===== src/rtl/seven_seg_scan.sv =====
// rtl/seven_seg_scan.sv - multi-digit time-multiplexed seven-segment driver
// Values convert sequentially (double-dabble or hex) into a buffer that is replaced atomically at commit.
module seven_seg_scan #(
  parameter int DIGITS      = 4,
  parameter int VALUE_W     = 32,
  parameter int REFRESH_DIV = 14
) (
  input  logic                clk,
  input  logic                rst_n,
  input  logic [VALUE_W-1:0]  value_i,
  input  logic                valid_i,
  input  logic                hex_mode_i,
  input  logic                load_i,
  output logic                busy_o,
  output logic                overflow_o,
  output logic [6:0]          seg_o,
  output logic [DIGITS-1:0]   dig_en_o
);

  localparam int BW = 4 * DIGITS;
  localparam int CW = $clog2(VALUE_W + 1);
  localparam int IW = (DIGITS > 1) ? $clog2(DIGITS) : 1;
  localparam logic [6:0] DASH  = 7'b0000001;
  localparam logic [6:0] BLANK = 7'b0000000;
  localparam logic [7*DIGITS-1:0] BUF_INV = (7*DIGITS)'(DASH);

  typedef enum logic [1:0] {S_IDLE, S_SHIFT, S_COMMIT} state_t;

  state_t                  state_q;
  logic [VALUE_W-1:0]      val_q;
  logic                    valid_q, hex_q, busy_q, ovf_q, dovf_q;
  logic [BW-1:0]           bcd_q, bcd_adj;
  logic [CW-1:0]           shcnt_q;
  logic [7*DIGITS-1:0]     buf_q, buf_c;
  logic                    ovf_c;

  logic [REFRESH_DIV-1:0]  rcnt_q, rcnt_d;
  logic [IW-1:0]           idx_q, idx_d;
  logic [6:0]              seg_q, seg_d;
  logic [DIGITS-1:0]       dig_q, dig_d;

  logic [BW+VALUE_W-1:0]   wide;
  logic [BW-1:0]           nibs;
  logic [3:0]              nib;
  logic                    seen;

  function automatic logic [6:0] seg7(input logic [3:0] d);
    case (d)
      4'h0: seg7 = 7'b1111110;  4'h1: seg7 = 7'b0110000;
      4'h2: seg7 = 7'b1101101;  4'h3: seg7 = 7'b1111001;
      4'h4: seg7 = 7'b0110011;  4'h5: seg7 = 7'b1011011;
      4'h6: seg7 = 7'b1011111;  4'h7: seg7 = 7'b1110000;
      4'h8: seg7 = 7'b1111111;  4'h9: seg7 = 7'b1111011;
      4'hA: seg7 = 7'b1110111;  4'hB: seg7 = 7'b0011111;
      4'hC: seg7 = 7'b1001110;  4'hD: seg7 = 7'b0111101;
      4'hE: seg7 = 7'b1001111;  default: seg7 = 7'b1000111;
    endcase
  endfunction

  always_comb begin
    bcd_adj = bcd_q;
    for (int k = 0; k < DIGITS; k++)
      if (bcd_q[4*k +: 4] >= 4'd5) bcd_adj[4*k +: 4] = bcd_q[4*k +: 4] + 4'd3;
  end

  // Buffer image built from the captured/converted value; walking down from the top digit finds leading zeros.
  always_comb begin
    wide  = {{BW{1'b0}}, val_q};
    nibs  = hex_q ? wide[BW-1:0] : bcd_q;
    ovf_c = valid_q && (hex_q ? |(wide >> BW) : dovf_q);
    seen  = 1'b0;
    nib   = 4'd0;
    buf_c = '0;
    for (int k = DIGITS-1; k >= 0; k--) begin
      nib = nibs[4*k +: 4];
      if (nib != 4'd0) seen = 1'b1;
      if (!valid_q)             buf_c[7*k +: 7] = (k == 0) ? DASH : BLANK;
      else if (ovf_c)           buf_c[7*k +: 7] = DASH;
      else if (seen || k == 0)  buf_c[7*k +: 7] = seg7(nib);
    end
  end

  always_ff @(posedge clk or negedge rst_n) begin
    if (!rst_n) begin
      state_q <= S_IDLE;
      val_q   <= '0;
      valid_q <= 1'b0;
      hex_q   <= 1'b0;
      bcd_q   <= '0;
      dovf_q  <= 1'b0;
      shcnt_q <= '0;
      busy_q  <= 1'b0;
      ovf_q   <= 1'b0;
      buf_q   <= BUF_INV;
    end else begin
      case (state_q)
        S_IDLE: if (load_i) begin
          val_q   <= value_i;
          valid_q <= valid_i;
          hex_q   <= hex_mode_i;
          bcd_q   <= '0;
          dovf_q  <= 1'b0;
          shcnt_q <= '0;
          busy_q  <= 1'b1;
          state_q <= (valid_i && !hex_mode_i) ? S_SHIFT : S_COMMIT;
        end
        S_SHIFT: begin
          bcd_q   <= {bcd_adj[BW-2:0], val_q[VALUE_W-1]};
          dovf_q  <= dovf_q | bcd_adj[BW-1];
          val_q   <= val_q << 1;
          shcnt_q <= shcnt_q + 1'b1;
          if (shcnt_q == CW'(VALUE_W-1)) state_q <= S_COMMIT;
        end
        S_COMMIT: begin
          buf_q   <= buf_c;
          ovf_q   <= ovf_c;
          busy_q  <= 1'b0;
          state_q <= S_IDLE;
        end
        default: state_q <= S_IDLE;
      endcase
    end
  end

  // Outputs follow the next counter value, so counter==0 is the blanked first clock of every slot.
  always_comb begin
    rcnt_d = rcnt_q + 1'b1;
    idx_d  = idx_q;
    if (&rcnt_q) idx_d = (idx_q == IW'(DIGITS-1)) ? '0 : idx_q + 1'b1;
    seg_d  = '0;
    dig_d  = '0;
    if (rcnt_d != '0) begin
      seg_d        = buf_q[7*idx_d +: 7];
      dig_d[idx_d] = 1'b1;
    end
  end

  always_ff @(posedge clk or negedge rst_n) begin
    if (!rst_n) begin
      rcnt_q <= '0;
      idx_q  <= '0;
      seg_q  <= '0;
      dig_q  <= '0;
    end else begin
      rcnt_q <= rcnt_d;
      idx_q  <= idx_d;
      seg_q  <= seg_d;
      dig_q  <= dig_d;
    end
  end

  assign busy_o     = busy_q;
  assign overflow_o = ovf_q;
  assign seg_o      = seg_q;
  assign dig_en_o   = dig_q;

endmodule


===== config.mk =====
export PLATFORM = sky130hd
export DESIGN_NAME = seven_seg_scan
export DESIGN_NICKNAME = d
export VERILOG_FILES = /design/src/rtl/seven_seg_scan.sv
export SDC_FILE = /design/constraint.sdc
export NUM_CORES = 1
export LEC_CHECK = 0
export ABC_AREA = 0
export CAP_MARGIN = 20
export CORE_UTILIZATION = 64
export CTS_CLUSTER_SIZE = 20
export DETAILED_ROUTE_END_ITERATION = 10
export PLACE_DENSITY = 0.91
export RECOVER_POWER = 100
export SLEW_MARGIN = 20
export SYNTH_ARGS = -nofsm -noshare
export SYNTH_HDL_FRONTEND = slang
export SYNTH_SLANG_ARGS = --single-unit

===== constraint.sdc =====
create_clock -name clk -period 8.25 [get_ports clk]
set_input_delay 0.825 -clock clk [delete_from_list [all_inputs] [get_ports clk]]
set_output_delay 0.825 -clock clk [all_outputs]
set_load 0.05 [all_outputs]

**Cell outlines without signal wires**

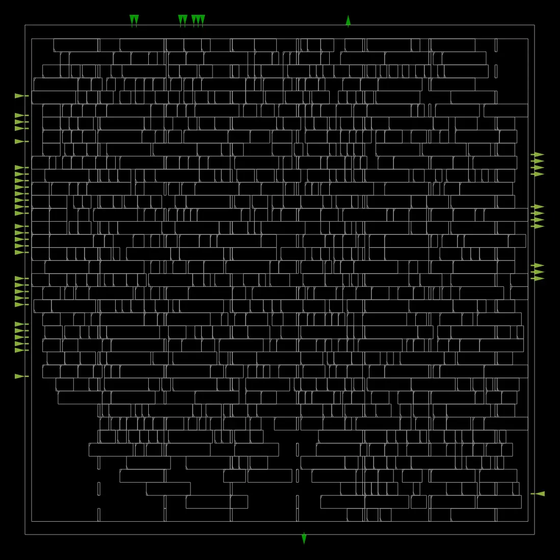
fraction of area in registers: 36.0%
post-route insts no fill: 902
Flop Count: 116
FILL cells: 642
tap cells: 136

**Cell area per tile**

Bar = 20 µm. The die is cut into 11 by 11 equal tiles; white is low, dark blue is high, 0 to 100% covered.
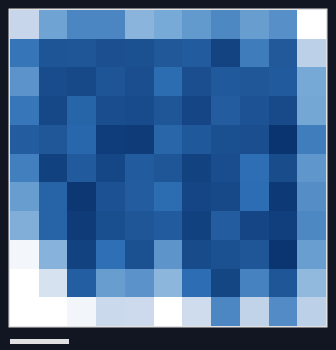
emptiest ninth of the die	south-west
nearly empty tiles	4.1%
fullest tile	99%
floorplan utilization: 66.8%
core area: 10400 µm²
final core occ: 77.4%

**Nets reached from selected ports**

Bar = 20 µm.
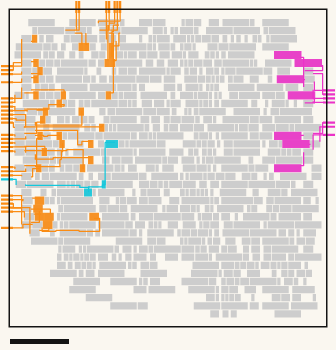
colour	port	direction	end cells	buffers	wire
cyan	`valid_i`	input	3	1	50.9 µm
orange	`value_i`	input	32	32	561 µm
magenta	`seg_o`	output	7	7	82.2 µm

==> Changelog: implementation <==
### Physical design

* Pwr dens at 352 nW/µm²
* Min Clock Period, post-route at 3910 ps
* CTS tree: built
* Critical Path Fanout Max at 33
* Setup Buffers After CTS at 0
* # nets final at 826
* Worst Path Required at 8660 ps
* Largest net degree at the start of global routing at 85
* RePlAce Congestion at 0.948
* Placed cell count at 870
* Avg Inst Size Synth at 9.70 µm²
* DRT Pass-1 Iters at 6
* Dpl hpwl at 11000 µm
* Initial antenna violation count at 0
* Synth Flop Type: dfrtp_1
* Post-synth cell types at 70
* Worst Tran Pin Value at 1730 ps
* Row cnt at 37
* Mapped cell area at 6950 µm²
* P&R area growth vs syn at 16.0%
* Clk root buf: clkbuf_8
* Final setup fails at 0
* GRT Total Usage at 31.7%
* Comb pwr share at 41.3%
* Maximum clock insertion buffer count at 2
* Most frequent logic cell in the layout: dfrtp_1
* Worst-path clk slew at 60 ps
* Setup TNS at 0 ps
* Clock sinks at 116
* R2R Setup Slk at 4350 ps
* Crit path capture type: register
* Leak at 3.56 nW
* Die area at 11300 µm²
* Total grt overflow at 0
* Top cells excl fill/tap: dfrtp_1 (115), o21ai_0 (65), nand2_1 (64)
* # diodes at 0
* Routed WL at 16800 µm
* Resize count post-CTS at 0
* Layout cells sized above 1 at 9.27%
* Status: finished, violations left
* Initial DRC count at 528
* Vias at 5962
* Max_cap viols at 1
* Synth Warn # at 0
* Syn_nets at 790
* Sequential share of power at 31.8%
* Cts-stage hold buffer count at 0
* H-Tree Depth at 4
* Clk_skew at 8.51 ps
* Startpoint types: input pin
* CP Cell Sequence: dlygate4sd3_1 > clkbuf_1 > nor2b_1 > clkbuf_1 > nor2b_1 > mux2_2
* PortBufs at 49
* FFs w/ async S/R, synth at 100%
* Critical path type: in2reg
* YS chip area at 6950 µm²
* Clock latency on the worst-skew pair at 530 ps
* DR DRC count at 0
* Routed vias/inst at 6.61
* Fin crit share at 47.4%
* Tool warning count at 51
* Slowest-stage cell, CP: clkbuf_1
* Failing checks: max-capacitance violations, max-slew violations
* Flops & latches, synth at 116
* Inserted Clock Buffers at 17
* Net Sw Power at 0.00113 W
* Worst hold path class: reg2reg
* Synth Seq Share at 41.8%
* Clock power frac at 26.9%
* Remaining antenna violation count at 0
* Final Hold Fails at 0
* Max-slew violation count at 34
* Internal Power at 0.00171 W
* Yosys cell count at 717
* Slew HR at -15.1%
* Crit-path max cell delay at 940 ps
* Fmax at 255 MHz
* Crit path DAT at 4330 ps
* Sw frac at 39.8%
* DR WL/cell at 18.6 µm
* Num ports at 50
**Sequential cells coloured by netlist name**

Bar = 20 µm. Other sequential cells in the stronger grey, the rest of the logic in the fainter grey.
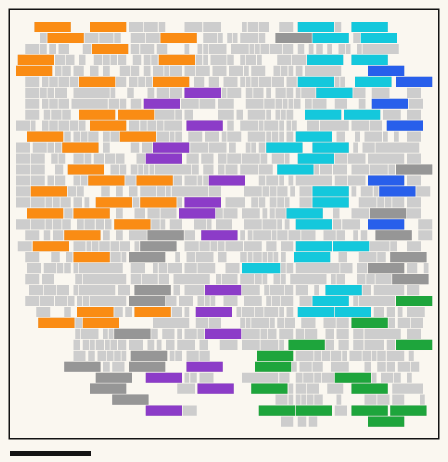
colour	signal	placed flops
green	`rcnt_q`	14
orange	`val_q`	32
blue	`seg_o`	7
purple	`bcd_q`	16
cyan	`buf_q`	28
not coloured	19
Seq power: 0.000904 W
Flop area: 2900 µm²

**Floorplan with the power grid**

Bar = 20 µm. Pins as bars on the die edge. Tap cells in grey.
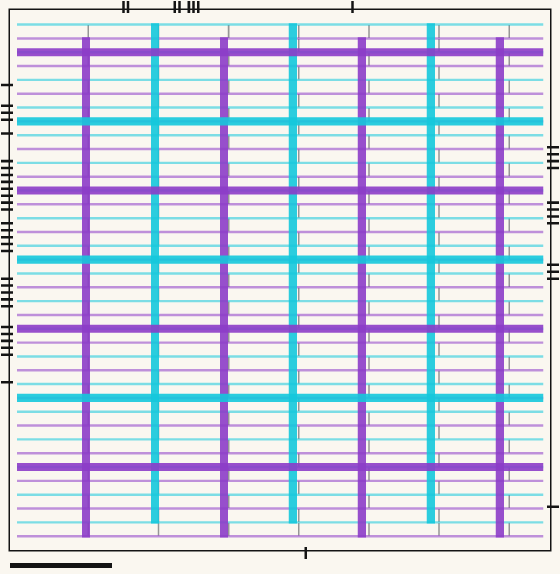
colour	net
purple	VSS
cyan	VDD
signal pins	50
tap cells	136
Peak supply drop: 0.239 mV
die width: 106 µm
die y size: 106 µm

==> worst max-delay path, delay by kind of cell <==
kind / cells / cell delay [ps]
buffers and inverters: 3 / 2310
AND/OR/NAND/NOR: 2 / 790
multiplexers: 1 / 400
==> metrics by stage <==
stage	setup slack, ps	utilization (%)	area, µm²	power, W	hold slack [ps]
4_1_cts	5360	77.8	8100	0.00283	231
3_3_place_gp	5270	71.9	7490	0.00198	458
2_1_floorplan	5620	-	6950	0.00174	442
3_5_place_dp	5130	71.9	7490	0.00204	470
5_1_grt	4050	77.4	8070	0.00301	511
6_report	4340	77.4	8070	0.00284	480
==> flip-flops by register name (all words and copies together), names as in the netlist <==
register,count
bcd_q,16
buf_q,28
busy_o,1
dig_en_o,4
dovf_q,1
hex_q,1
idx_q,2
overflow_o,1
rcnt_q,14
seg_o,7
shcnt_q,6
state_q,2
val_q,32
valid_q,1
==> power by group through the flow <==
| stage | sequential, W | combinational, W | clock [W] |
|---|---|---|---|
| global placement | 0.000894 | 0.00108 | 0 |
| detailed placement | 0.000902 | 0.00114 | 0 |
| finish | 0.000904 | 0.00117 | 0.000765 |
| global route | 0.000923 | 0.00129 | 0.000801 |
| CTS | 0.000899 | 0.00116 | 0.000769 |
| floorplan | 0.000904 | 0.000832 | 0 |
==> cells by family (layout without fill, tap and decap cells) <==
kind of cell / Yosys count / in the layout / share of synthesized area, %
and+or+nand+nor: 215 / 215 / 17.3
muxes: 29 / 29 / 4.37
adders and majority gates: 36 / 36 / 6.48
buffers and inverters: 64 / 113 / 4.07
AOI/OAI and AO/OA: 236 / 236 / 23.4
xor gates and xnor gates: 21 / 21 / 2.65
DFF: 116 / 116 / 41.8
==> path summary, 6_finish.rpt <==
kind / start / end / cells past startpoint
min: overflow_o / overflow_o / 1
min in group asynchronous: rst_n / rcnt_q[9] / 1
max reg2reg: rcnt_q[4] / seg_o[3] / 6
max: load_i / valid_q / 6
min reg2reg: overflow_o / overflow_o / 1
max in group asynchronous: rst_n / val_q[22] / 2
==> synthesized netlist by cell type (all sizes together) (14+ instances only) <==
cell type,number,area share [%]
mux2i,21,3.1
nand2,65,3.5
a22o,17,2.1
clkbuf,31,1.7
nor2b,32,2.9
ha,36,6.5
dfrtp,115,41
inv,23,1.3
a21oi,44,3.2
a22oi,31,3.3
o21ai,65,4.7
nor4,14,2.4
nor2,37,2.0
xor2,14,1.8
==> final cells by class <==
cell class / count / area (µm²)
multi-input combinational: 537 / 3750
clock inverter: 11 / 155
fill: 642 / 2350
timing repair buffer: 57 / 537
sequential: 116 / 2900
clock buffer: 21 / 459
inverter: 24 / 92.6
tap: 136 / 170
==> per-layer routing <==
metal  GRT usage (%)  vias to the layer above  share of wire [%]
met3            6.62                       54                6.6
met1            39.6                     2887                 40
met2            52.7                      297                 50
li1                -                     2724                  -
met4            14.3                        0                3.0
met5               0                        -                  0
Power and IR drop assume default switching activity.
